==> src/rtl/hazard_scoreboard_if.sv <==
// hazard_scoreboard_if
// Bundles the ID-stage query, IE-stage load information, late writeback
// clears and the scoreboard results into one interface.
//   master : pipeline side; drives ID/IE/WB information, reads stall and state
//   slave  : scoreboard side; reads pipeline information, drives the results
// Signals:
//   id_*      instruction currently in ID (sources, destination, latency)
//   ext_hold  stall raised elsewhere in the pipeline; blocks issue
//   ie_*      instruction currently in IE (load-use detection)
//   wb_clr*   retirement of an unknown-latency operation
//   stall, stall_cause, busy_int, busy_fp, pend_cnt, err : scoreboard results
interface hazard_scoreboard_if #(
    parameter int NREG  = 32,
    parameter int NSRC  = 3,
    parameter int CNT_W = 6
);
    localparam int PCNT_W = $clog2(NREG * 2 + 1);

    logic                id_valid;
    logic [NSRC*5-1:0]   id_rs;
    logic [NSRC-1:0]     id_rs_use;
    logic [NSRC-1:0]     id_rs_float;
    logic [4:0]          id_rd;
    logic                id_rd_float;
    logic                id_wb;
    logic                id_long;
    logic [CNT_W-1:0]    id_lat;
    logic                ext_hold;
    logic                ie_valid;
    logic                ie_load;
    logic [4:0]          ie_rd;
    logic                ie_rd_float;
    logic                ie_wb;
    logic                wb_clr;
    logic [4:0]          wb_clr_rd;
    logic                wb_clr_float;
    logic                stall;
    logic [1:0]          stall_cause;
    logic [NREG-1:0]     busy_int;
    logic [NREG-1:0]     busy_fp;
    logic [PCNT_W-1:0]   pend_cnt;
    logic                err;

    modport master (
        output id_valid, id_rs, id_rs_use, id_rs_float, id_rd, id_rd_float,
               id_wb, id_long, id_lat, ext_hold,
               ie_valid, ie_load, ie_rd, ie_rd_float, ie_wb,
               wb_clr, wb_clr_rd, wb_clr_float,
        input  stall, stall_cause, busy_int, busy_fp, pend_cnt, err
    );

    modport slave (
        input  id_valid, id_rs, id_rs_use, id_rs_float, id_rd, id_rd_float,
               id_wb, id_long, id_lat, ext_hold,
               ie_valid, ie_load, ie_rd, ie_rd_float, ie_wb,
               wb_clr, wb_clr_rd, wb_clr_float,
        output stall, stall_cause, busy_int, busy_fp, pend_cnt, err
    );
endinterface

==> src/rtl/hazard_scoreboard.sv <==
// hazard_scoreboard
// Sits beside the ID stage. Detects load-use hazards against IE and keeps a
// per-register scoreboard for long-latency operations (fixed-latency
// countdowns and unknown-latency flags), for the integer file and optionally
// the float file. stall freezes PC/IF/ID and bubbles IE.
// Ports:
//   clk  clock
//   rst  synchronous active-high reset; discards all pending entries
//   sb   hazard_scoreboard_if.slave (ID/IE/WB inputs, stall/state outputs)
// Notes:
//   stall/stall_cause are combinational from the ID/IE inputs and the
//   registered scoreboard. busy_*, pend_cnt and err are registered.
module hazard_scoreboard #(
    parameter bit FLOAT = 1'b0,
    parameter int NREG  = 32,
    parameter int NSRC  = 3,
    parameter int CNT_W = 6
) (
    input  logic               clk,
    input  logic               rst,
    hazard_scoreboard_if.slave sb
);
    localparam int IDX_W  = (NREG > 1) ? $clog2(NREG) : 1;
    localparam int PCNT_W = $clog2(NREG * 2 + 1);

    logic [NREG-1:0][CNT_W-1:0] cnt_int_r;
    logic [NREG-1:0][CNT_W-1:0] cnt_fp_r;
    logic [NREG-1:0][CNT_W-1:0] cnt_int_nxt_s;
    logic [NREG-1:0][CNT_W-1:0] cnt_fp_nxt_s;
    logic [NREG-1:0]            flag_int_r;
    logic [NREG-1:0]            flag_fp_r;
    logic [NREG-1:0]            flag_int_nxt_s;
    logic [NREG-1:0]            flag_fp_nxt_s;
    logic [NREG-1:0]            busy_int_r;
    logic [NREG-1:0]            busy_fp_r;
    logic [NREG-1:0]            busy_int_nxt_s;
    logic [NREG-1:0]            busy_fp_nxt_s;
    logic [PCNT_W-1:0]          pend_cnt_r;
    logic [PCNT_W-1:0]          pend_cnt_nxt_s;
    logic                       err_r;
    logic                       err_nxt_s;

    logic                       lu_hit_s;
    logic                       raw_hit_s;
    logic                       waw_hit_s;
    logic [1:0]                 stall_cause_s;
    logic                       stall_s;
    logic                       fire_s;
    logic                       issue_s;
    logic                       rd_fp_s;
    logic                       ie_fp_s;
    logic                       clr_fp_s;
    logic [IDX_W-1:0]           rd_idx_s;
    logic [IDX_W-1:0]           clr_idx_s;

    // Same register: equal index and file; integer x0 never matches anything.
    function automatic logic same_reg(input logic [4:0] a_idx, input logic a_fp,
                                      input logic [4:0] b_idx, input logic b_fp);
        return (a_idx == b_idx) && (a_fp == b_fp) && (a_fp || (a_idx != 5'd0));
    endfunction

    // Busy lookup in the selected file.
    function automatic logic reg_busy(input logic [NREG-1:0] b_int,
                                      input logic [NREG-1:0] b_fp,
                                      input logic [IDX_W-1:0] idx,
                                      input logic fp);
        return fp ? b_fp[idx] : b_int[idx];
    endfunction

    // With FLOAT=0 every file select collapses to the integer file.
    assign rd_fp_s   = FLOAT & sb.id_rd_float;
    assign ie_fp_s   = FLOAT & sb.ie_rd_float;
    assign clr_fp_s  = FLOAT & sb.wb_clr_float;
    assign rd_idx_s  = sb.id_rd[IDX_W-1:0];
    assign clr_idx_s = sb.wb_clr_rd[IDX_W-1:0];

    // Hazard detection and cause priority for the instruction in ID.
    always_comb begin
        lu_hit_s  = 1'b0;
        raw_hit_s = 1'b0;
        for (int i = 0; i < NSRC; i++) begin
            lu_hit_s  = lu_hit_s | (sb.id_rs_use[i] &
                        same_reg(sb.id_rs[i*5 +: 5], FLOAT & sb.id_rs_float[i],
                                 sb.ie_rd, ie_fp_s));
            raw_hit_s = raw_hit_s | (sb.id_rs_use[i] &
                        reg_busy(busy_int_r, busy_fp_r, sb.id_rs[i*5 +: IDX_W],
                                 FLOAT & sb.id_rs_float[i]));
        end
        lu_hit_s  = lu_hit_s & sb.id_valid & sb.ie_valid & sb.ie_load & sb.ie_wb;
        raw_hit_s = raw_hit_s & sb.id_valid;
        waw_hit_s = sb.id_valid & sb.id_wb &
                    reg_busy(busy_int_r, busy_fp_r, rd_idx_s, rd_fp_s);
        if (lu_hit_s) begin
            stall_cause_s = 2'b01;
        end else if (raw_hit_s) begin
            stall_cause_s = 2'b10;
        end else if (waw_hit_s) begin
            stall_cause_s = 2'b11;
        end else begin
            stall_cause_s = 2'b00;
        end
    end

    assign stall_s = (stall_cause_s != 2'b00);
    assign fire_s  = sb.id_valid & ~stall_s & ~sb.ext_hold;
    // Integer x0 is never tracked, so a long op targeting it allocates nothing.
    assign issue_s = fire_s & sb.id_long & sb.id_wb & (rd_fp_s | (sb.id_rd != 5'd0));

    // Next scoreboard state: countdown, late clear, new issue, then occupancy.
    always_comb begin
        for (int r = 0; r < NREG; r++) begin
            cnt_int_nxt_s[r] = (cnt_int_r[r] != {CNT_W{1'b0}}) ?
                               (cnt_int_r[r] - CNT_W'(1)) : {CNT_W{1'b0}};
            cnt_fp_nxt_s[r]  = (cnt_fp_r[r] != {CNT_W{1'b0}}) ?
                               (cnt_fp_r[r] - CNT_W'(1)) : {CNT_W{1'b0}};
        end
        flag_int_nxt_s = flag_int_r;
        flag_fp_nxt_s  = flag_fp_r;
        err_nxt_s      = err_r;

        // A clear for a register without a pending unknown-latency op is a
        // protocol error; the state is left untouched.
        if (sb.wb_clr) begin
            if (reg_busy(flag_int_r, flag_fp_r, clr_idx_s, clr_fp_s)) begin
                if (clr_fp_s) begin
                    flag_fp_nxt_s[clr_idx_s] = 1'b0;
                end else begin
                    flag_int_nxt_s[clr_idx_s] = 1'b0;
                end
            end else begin
                err_nxt_s = 1'b1;
            end
        end else begin
            err_nxt_s = err_r;
        end

        // Issue never targets a busy rd (WAW stall), so it cannot collide
        // with the clear above on the same register.
        if (issue_s) begin
            if (sb.id_lat != {CNT_W{1'b0}}) begin
                if (rd_fp_s) begin
                    cnt_fp_nxt_s[rd_idx_s] = sb.id_lat;
                end else begin
                    cnt_int_nxt_s[rd_idx_s] = sb.id_lat;
                end
            end else begin
                if (rd_fp_s) begin
                    flag_fp_nxt_s[rd_idx_s] = 1'b1;
                end else begin
                    flag_int_nxt_s[rd_idx_s] = 1'b1;
                end
            end
        end else begin
            flag_int_nxt_s = flag_int_nxt_s;
        end

        pend_cnt_nxt_s = {PCNT_W{1'b0}};
        for (int r = 0; r < NREG; r++) begin
            busy_int_nxt_s[r] = (cnt_int_nxt_s[r] != {CNT_W{1'b0}}) | flag_int_nxt_s[r];
            busy_fp_nxt_s[r]  = (cnt_fp_nxt_s[r] != {CNT_W{1'b0}}) | flag_fp_nxt_s[r];
            pend_cnt_nxt_s    = pend_cnt_nxt_s + PCNT_W'(busy_int_nxt_s[r])
                                               + PCNT_W'(busy_fp_nxt_s[r]);
        end
    end

    // Scoreboard state register with synchronous reset.
    always_ff @(posedge clk) begin
        if (rst) begin
            cnt_int_r  <= '0;
            cnt_fp_r   <= '0;
            flag_int_r <= {NREG{1'b0}};
            flag_fp_r  <= {NREG{1'b0}};
            busy_int_r <= {NREG{1'b0}};
            busy_fp_r  <= {NREG{1'b0}};
            pend_cnt_r <= {PCNT_W{1'b0}};
            err_r      <= 1'b0;
        end else begin
            cnt_int_r  <= cnt_int_nxt_s;
            cnt_fp_r   <= cnt_fp_nxt_s;
            flag_int_r <= flag_int_nxt_s;
            flag_fp_r  <= flag_fp_nxt_s;
            busy_int_r <= busy_int_nxt_s;
            busy_fp_r  <= busy_fp_nxt_s;
            pend_cnt_r <= pend_cnt_nxt_s;
            err_r      <= err_nxt_s;
        end
    end

    assign sb.stall       = stall_s;
    assign sb.stall_cause = stall_cause_s;
    assign sb.busy_int    = busy_int_r;
    assign sb.busy_fp     = busy_fp_r;
    assign sb.pend_cnt    = pend_cnt_r;
    assign sb.err         = err_r;
endmodule

==> src/flat_wrapper.sv <==
// flat-port wrapper written by rule: the top's interface ports become plain ports
module hazard_scoreboard_flat 
#(
    parameter bit FLOAT = 1'b0,
    parameter int NREG  = 32,
    parameter int NSRC  = 3,
    parameter int CNT_W = 6
)
  (clk, rst, sb_id_valid, sb_id_rs, sb_id_rs_use, sb_id_rs_float, sb_id_rd, sb_id_rd_float, sb_id_wb, sb_id_long, sb_id_lat, sb_ext_hold, sb_ie_valid, sb_ie_load, sb_ie_rd, sb_ie_rd_float, sb_ie_wb, sb_wb_clr, sb_wb_clr_rd, sb_wb_clr_float, sb_stall, sb_stall_cause, sb_busy_int, sb_busy_fp, sb_pend_cnt, sb_err);
  hazard_scoreboard_if #(.NREG(NREG), .NSRC(NSRC), .CNT_W(CNT_W)) sb_i ();
  input  logic clk;
  input  logic rst;
  input wire logic [$bits(sb_i.id_valid)-1:0] sb_id_valid;
  input wire logic [$bits(sb_i.id_rs)-1:0] sb_id_rs;
  input wire logic [$bits(sb_i.id_rs_use)-1:0] sb_id_rs_use;
  input wire logic [$bits(sb_i.id_rs_float)-1:0] sb_id_rs_float;
  input wire logic [$bits(sb_i.id_rd)-1:0] sb_id_rd;
  input wire logic [$bits(sb_i.id_rd_float)-1:0] sb_id_rd_float;
  input wire logic [$bits(sb_i.id_wb)-1:0] sb_id_wb;
  input wire logic [$bits(sb_i.id_long)-1:0] sb_id_long;
  input wire logic [$bits(sb_i.id_lat)-1:0] sb_id_lat;
  input wire logic [$bits(sb_i.ext_hold)-1:0] sb_ext_hold;
  input wire logic [$bits(sb_i.ie_valid)-1:0] sb_ie_valid;
  input wire logic [$bits(sb_i.ie_load)-1:0] sb_ie_load;
  input wire logic [$bits(sb_i.ie_rd)-1:0] sb_ie_rd;
  input wire logic [$bits(sb_i.ie_rd_float)-1:0] sb_ie_rd_float;
  input wire logic [$bits(sb_i.ie_wb)-1:0] sb_ie_wb;
  input wire logic [$bits(sb_i.wb_clr)-1:0] sb_wb_clr;
  input wire logic [$bits(sb_i.wb_clr_rd)-1:0] sb_wb_clr_rd;
  input wire logic [$bits(sb_i.wb_clr_float)-1:0] sb_wb_clr_float;
  output wire logic [$bits(sb_i.stall)-1:0] sb_stall;
  output wire logic [$bits(sb_i.stall_cause)-1:0] sb_stall_cause;
  output wire logic [$bits(sb_i.busy_int)-1:0] sb_busy_int;
  output wire logic [$bits(sb_i.busy_fp)-1:0] sb_busy_fp;
  output wire logic [$bits(sb_i.pend_cnt)-1:0] sb_pend_cnt;
  output wire logic [$bits(sb_i.err)-1:0] sb_err;
  assign sb_i.id_valid = sb_id_valid;
  assign sb_i.id_rs = sb_id_rs;
  assign sb_i.id_rs_use = sb_id_rs_use;
  assign sb_i.id_rs_float = sb_id_rs_float;
  assign sb_i.id_rd = sb_id_rd;
  assign sb_i.id_rd_float = sb_id_rd_float;
  assign sb_i.id_wb = sb_id_wb;
  assign sb_i.id_long = sb_id_long;
  assign sb_i.id_lat = sb_id_lat;
  assign sb_i.ext_hold = sb_ext_hold;
  assign sb_i.ie_valid = sb_ie_valid;
  assign sb_i.ie_load = sb_ie_load;
  assign sb_i.ie_rd = sb_ie_rd;
  assign sb_i.ie_rd_float = sb_ie_rd_float;
  assign sb_i.ie_wb = sb_ie_wb;
  assign sb_i.wb_clr = sb_wb_clr;
  assign sb_i.wb_clr_rd = sb_wb_clr_rd;
  assign sb_i.wb_clr_float = sb_wb_clr_float;
  assign sb_stall = sb_i.stall;
  assign sb_stall_cause = sb_i.stall_cause;
  assign sb_busy_int = sb_i.busy_int;
  assign sb_busy_fp = sb_i.busy_fp;
  assign sb_pend_cnt = sb_i.pend_cnt;
  assign sb_err = sb_i.err;
  hazard_scoreboard #(.FLOAT(FLOAT), .NREG(NREG), .NSRC(NSRC), .CNT_W(CNT_W)) u_core (.clk(clk), .rst(rst), .sb(sb_i));
endmodule
==> config.mk <==
export PLATFORM = sky130hd
export DESIGN_NAME = hazard_scoreboard_flat
export DESIGN_NICKNAME = d
export VERILOG_FILES = /design/src/rtl/hazard_scoreboard_if.sv /design/src/rtl/hazard_scoreboard.sv /design/src/flat_wrapper.sv
export SDC_FILE = /design/constraint.sdc
export NUM_CORES = 1
export LEC_CHECK = 0
export CAP_MARGIN = 20
export CELL_PAD_IN_SITES_DETAIL_PLACEMENT = 1
export CELL_PAD_IN_SITES_GLOBAL_PLACEMENT = 1
export CORE_ASPECT_RATIO = 0.8
export CORE_MARGIN = 1
export CORE_UTILIZATION = 47
export DETAILED_ROUTE_END_ITERATION = 16
export GPL_ROUTABILITY_DRIVEN = 0
export GPL_TIMING_DRIVEN = 1
export PLACE_DENSITY = 0.9
export SYNTH_ARGS = -nofsm -noshare
export SYNTH_HDL_FRONTEND = slang
export SYNTH_SLANG_ARGS = --single-unit
==> constraint.sdc <==
create_clock -name clk -period 12.3 [get_ports clk]
set_clock_uncertainty 0.15 [all_clocks]
set_input_delay 1.845 -clock clk [delete_from_list [all_inputs] [get_ports clk]]
set_output_delay 1.845 -clock clk [all_outputs]
set_load 0.01 [all_outputs]
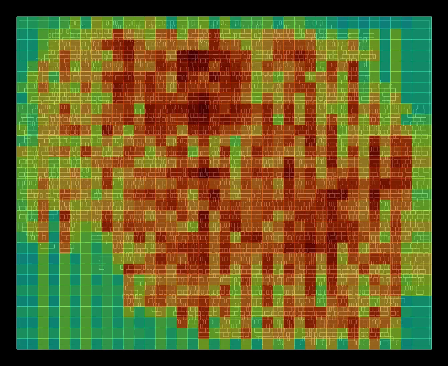
*Congestion heat map, run 1*
grt met1 use: 38.42%
met2 usage: 54.27%
Layout Utilization: 54.63%
GR Util All Layers: 31.92%

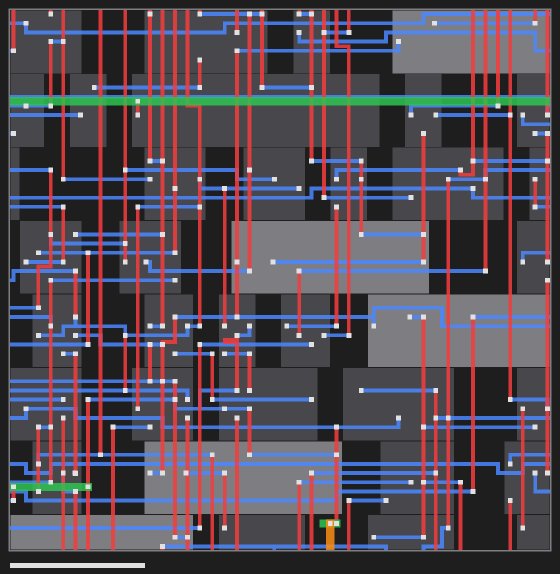
*Close-up of the layout, run 1*
Scale bar: 5 um. Region (191, 151) to (211, 171) um. Cells in grey, sequential cells in the stronger grey; small squares are vias.
metal 2 -> red
metal 4 -> orange
metal 1 -> blue
metal 3 -> green
netlist names of flops here include = `u_core.cnt_int_r` (3), `u_core.cnt_fp_r` (1)
sequential cells in the window = 4
most frequent = nor2_1 (7), mux2_2 (4), dfxtp_1 (4)
cells with their middle in the window = 31

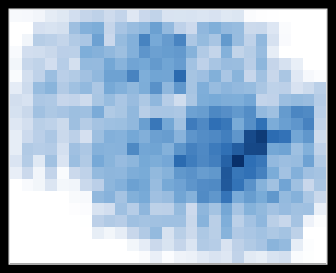
*Signal metal coverage by tile, run 1*
27 x 21 tiles, from white (low) to dark blue (high), scaled to the fullest tile. Values are wire area over tile area, all layers added.
nearly empty tiles = 14%
tiles over half the peak = 20%
fullest tile = 0.81
densest ninth of the die = right middle
emptiest ninth of the die = bottom left
mean over tiles = 0.27

==> results.py, run 1 <==
# Physical implementation metrics
metrics = {
    "drt": {
        "drc": 0,
        "top_layer_used": "met4",
        "drt-met1-wl_um": 37170,
        "wl_per_cell_um": 22.93,
        "via_per_inst": 6.196,
        "ant_nets": 0,
    },
    "timing": {
        "fin_ws_ps": 872.4,
        "fin_crit_sh_pct": 92.91,
        "tightest_slew_ps": 1219,
        "fin_crit_ps": 11430,
        "finalHoldViolations": 0,
        "slew_headroom_pct": 17.98,
        "report.final.setup_viol": 0,
    },
    "synth": {
        "fp_nets": 3350,
        "top_area_share_pct": 36.73,
        "edf_count": 0,
        "async_reset_ff_share_pct": 0,
        "ys_area_sq_um": 26600,
        "synth.largest_area_cell": "dfxtp_1",
        "ys_top_cells_by_count": "488 x dfxtp_1, 479 x nor2_1, 298 x a21oi_1",
    },
    "clocking": {
        "cts_setup_buffers": 0,
        "clk_pin_slew_ps": 60,
        "cts_buffer_depth": 3,
    },
    "floorplan": {
        "chipWidth_um": 268.0,
        "fp_util_pct": 47.85,
        "die_area_sq_um": 57560,
    },
    "final_layout": {
        "largest_class": "multi-input combinational cells",
        "antenna_cells": 1,
        "comb_area_sq_um": 15620,
    },
    "critical_path": {
        "endpoint": "u_core.sb.pend_cnt[6]",
        "startpoint": "sb_id_rd[4]",
        "r2r_end": "u_core.sb.pend_cnt[6]",
        "path_max_fanout": 19,
        "path_depth": 30,
    },
    "status": {
        "run_status": "completed",
    },
    "job": {
        "cap_violations": 0,
    },
    "global_route": {
        "grt_pass1_vias": 26698,
        "grt_max_degree": 135,
        "top_usage_layer": "met2",
    },
    "hold_path": {
        "worstHoldStart": "u_core.cnt_fp_r[0]",
        "hold_path_class": "flop to flop",
        "min_to": "u_core.cnt_fp_r[0]",
    },
    "place": {
        "hpwl_um": 63290,
        "dpl_cell_area_sq_um": 28520,
    },
}
run 1: flip-flops by register name (all words and copies together), names as in the netlist:
register / cells
u_core.cnt_fp_r: 192
u_core.cnt_int_r: 192
u_core.flag_int_r: 32
u_core.sb.busy_fp: 32
u_core.sb.busy_int: 32
u_core.sb.err: 1
u_core.sb.pend_cnt: 7
run 1: kinds of logic after synthesis:
kind of cell	after synthesis	synth area share (%)
AND/OR/NAND/NOR	1370	26.47
AND-OR/OR-AND	586	12.87
flip-flops	488	36.73
buffers and inverters	308	4.633
multiplexers	175	8.175
adder cells (fa/ha/maj)	134	7.827
XOR/XNOR	100	3.293
run 1: per-stage QoR:
stage	hold WS [ps]
global route	352.0
floorplan	283.7
detailed placement	315.3
finish	323.7
CTS	330.0
global placement	292.8
==> inputs of run 2 (changes only) <==
- HOLD_SLACK_MARGIN: unset -> 0.1
==> run 2 against run 1 <==
Cell area unchanged. Largest cell class unchanged. Flip-flop count unchanged. Worst hold slack did not move. Critical path type unchanged.
==> results.py, run 2 <==
# Physical implementation metrics
metrics = {
    "timing": {
        "fin_ws_ps": 872.4,
        "hold_ws_ps": 323.7,
        "slew_headroom_pct": 17.98,
        "report.final.setup_viol": 0,
        "tightest_slew_ps": 1219,
    },
    "critical_path": {
        "startpoint": "sb_id_rd[4]",
        "endpoint": "u_core.sb.pend_cnt[6]",
        "path_max_fanout": 19,
    },
    "global_route": {
        "grt_pass1_vias": 26698,
        "met2_usage_pct": 54.27,
        "grtUsageMet1_pct": 38.42,
    },
    "synth": {
        "logic_family": "simple AND/OR/NAND/NOR gates",
        "ys_sh_mux_pct": 8.175,
        "async_reset_ff_share_pct": 0,
        "simple_gate_share_pct": 26.47,
        "fp_nets": 3350,
        "ys_area_sq_um": 26600,
        "synthAoiAreaFrac_pct": 12.87,
        "top_area_share_pct": 36.73,
    },
    "hold_path": {
        "worstHoldStart": "u_core.cnt_fp_r[0]",
    },
    "clocking": {
        "cts_setup_buffers": 0,
        "cts_buffer_depth": 3,
        "clk_pin_slew_ps": 60,
    },
    "job": {
        "cap_violations": 0,
    },
    "place": {
        "hpwl_um": 63290,
    },
    "status": {
        "run_status": "completed",
    },
    "drt": {
        "via_per_inst": 6.196,
        "drt-met1-wl_um": 37170,
    },
}
[run 2: logic make-up after synthesis]
logic type / Yosys count
buffers and inverters: 308
AND/OR/NAND/NOR: 1370
AND-OR/OR-AND: 586
flip-flops: 488
adder cells (fa/ha/maj): 134
XOR/XNOR: 100
multiplexers: 175
[run 2: layout make-up]
class                      instances  area, sq um  area share (%)
antenna                            1        2.502        0.008240
clock buffer                      70         1479           4.870
clock inverter                    27        316.6           1.042
inverter                         191        716.9           2.361
multi-input combinational       2365        15620           51.43
sequential                       488         9769           32.17
tap                              750        938.4           3.090
timing repair buffer             158         1528           5.031
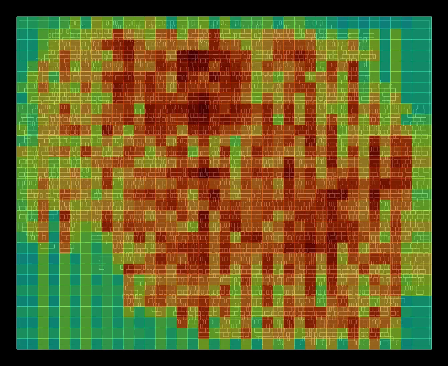
*Congestion heat map, run 2*
GR Layer Usage met3: 6.371%
post-DR wirelength/cell: 22.93 um
gr busiest metal: met2

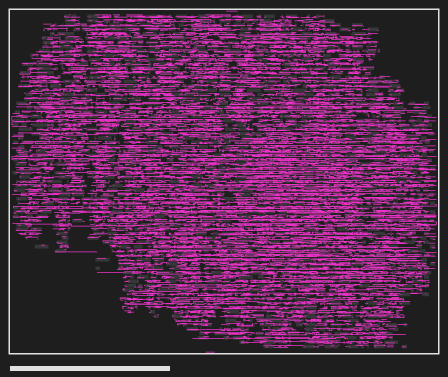
*Metal 1, run 2*
Scale bar: 100 um. Cells faint in the background.
longest straight run = 56.6 um
main direction = horizontal
nets with wire on the layer = 3,316
wire length on this layer = 37.2 mm

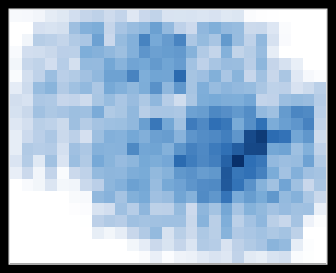
*Signal metal coverage by tile, run 2*
27 x 21 tiles, from white (low) to dark blue (high), scaled to the fullest tile. Values are wire area over tile area, all layers added.
fullest tile = 0.81
tiles over half the peak = 20%
nearly empty tiles = 14%
mean over tiles = 0.27
densest ninth of the die = right middle

==> inputs of run 3 (changes only) <==
- CORE_UTILIZATION: 47 -> 35
- PLACE_DENSITY: 0.9 -> 0.72
==> run 3 against run 2 <==
Worst hold slack got worse by 1.3 ps. Worst setup slack better by 450 ps. Highest routed layer is now met5. Via count down 6.7%. Count of clock-buffer cells in the layout increased by 7. Synthesized cell count unchanged.
==> results.py, run 3 <==
# Physical implementation metrics
metrics = {
    "global_route": {
        "grt_max_degree": 89,
        "grt_pass1_vias": 22994,
        "use_met3_pct": 2.957,
        "grtUsageMet1_pct": 29.86,
    },
    "final_layout": {
        "largestRegisters": "u_core.cnt_fp_r x192, u_core.cnt_int_r x192",
        "final_core_util_pct": 40.67,
    },
    "synth": {
        "top_area_share_pct": 36.73,
        "ys_top_cells_by_count": "488 x dfxtp_1, 479 x nor2_1, 298 x a21oi_1",
        "simple_gate_share_pct": 26.47,
        "ys_sh_mux_pct": 8.175,
        "ys_sh_adder_pct": 7.827,
    },
    "floorplan": {
        "die_area_sq_um": 77110,
        "fp_util_pct": 35.31,
    },
    "hold_path": {
        "min_to": "u_core.cnt_fp_r[54]",
        "hold_path_class": "flop to flop",
    },
    "timing": {
        "slew_headroom_pct": 26.97,
        "report.final.setup_viol": 0,
        "fin_crit_ps": 10980,
        "tightest_slew_ps": 1085,
        "fin_crit_sh_pct": 89.24,
    },
    "critical_path": {
        "r2r_end": "u_core.sb.pend_cnt[6]",
        "endpoint": "u_core.sb.pend_cnt[6]",
        "startpoint": "sb_id_rs[6]",
    },
    "drt": {
        "ant_nets": 0,
    },
    "status": {
        "run_status": "completed",
    },
    "job": {
        "cap_violations": 0,
    },
    "place": {
        "hpwl_um": 59320,
        "dpl_cell_area_sq_um": 28890,
    },
    "clocking": {
        "cts_buffer_depth": 3,
    },
}
## run 3: layout make-up
cell class	instances	share of cell area (%)
tap	1012	4.132
antenna	1	0.008167
inverter	191	2.340
multi-input combinational	2365	51.07
clock buffer	77	5.047
timing repair buffer	158	4.892
clock inverter	16	0.6329
sequential	488	31.88
## run 3: per-layer routing
| layer | share of wire, % | vias up |
|---|---|---|
| li1 | - | 11267 |
| met1 | 48 | 11478 |
| met2 | 45 | 534 |
| met3 | 5.2 | 119 |
| met4 | 2.4 | 2 |
| met5 | 0.0097 | - |
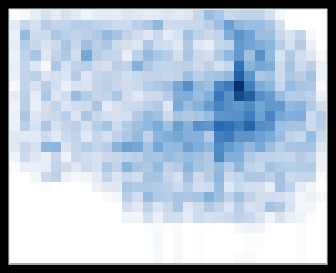
*Signal metal coverage by tile, run 3*
31 x 25 tiles, from white (low) to dark blue (high), scaled to the fullest tile. Values are wire area over tile area, all layers added.
nearly empty tiles = 21%
emptiest ninth of the die = bottom left
mean over tiles = 0.17
tiles over half the peak = 8.0%

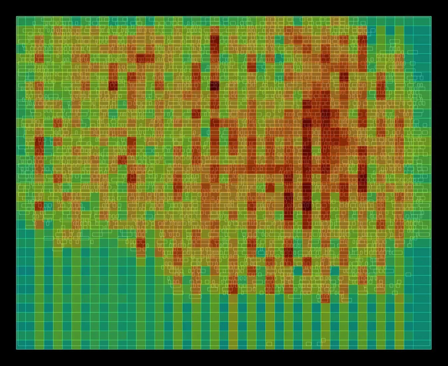
*Congestion heat map, run 3*
post-DR wirelength/cell: 19.06 um
met2 usage: 32.90%

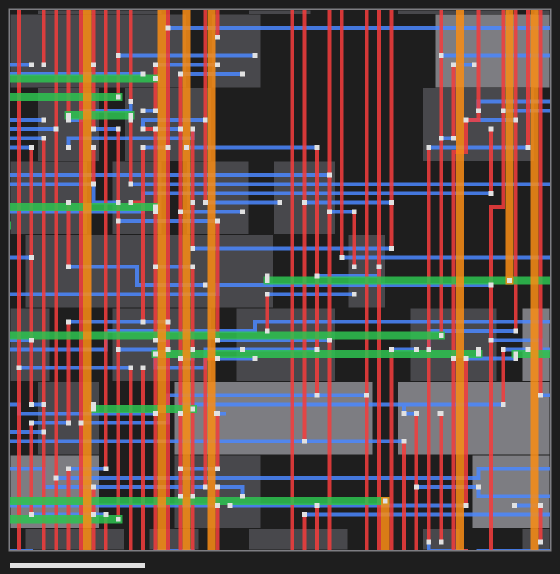
*Close-up of the layout, run 3*
Scale bar: 5 um. Region (223, 176) to (243, 196) um. Cells in grey, sequential cells in the stronger grey; small squares are vias.
metal 2 -> red
metal 4 -> orange
metal 3 -> green
metal 1 -> blue
cells with their middle in the window = 19
sequential cells in the window = 3
most frequent = dfxtp_1 (3), a221oi_1 (2)
netlist names of flops here include = `u_core.cnt_int_r` (2), `u_core.sb.busy_int` (1)

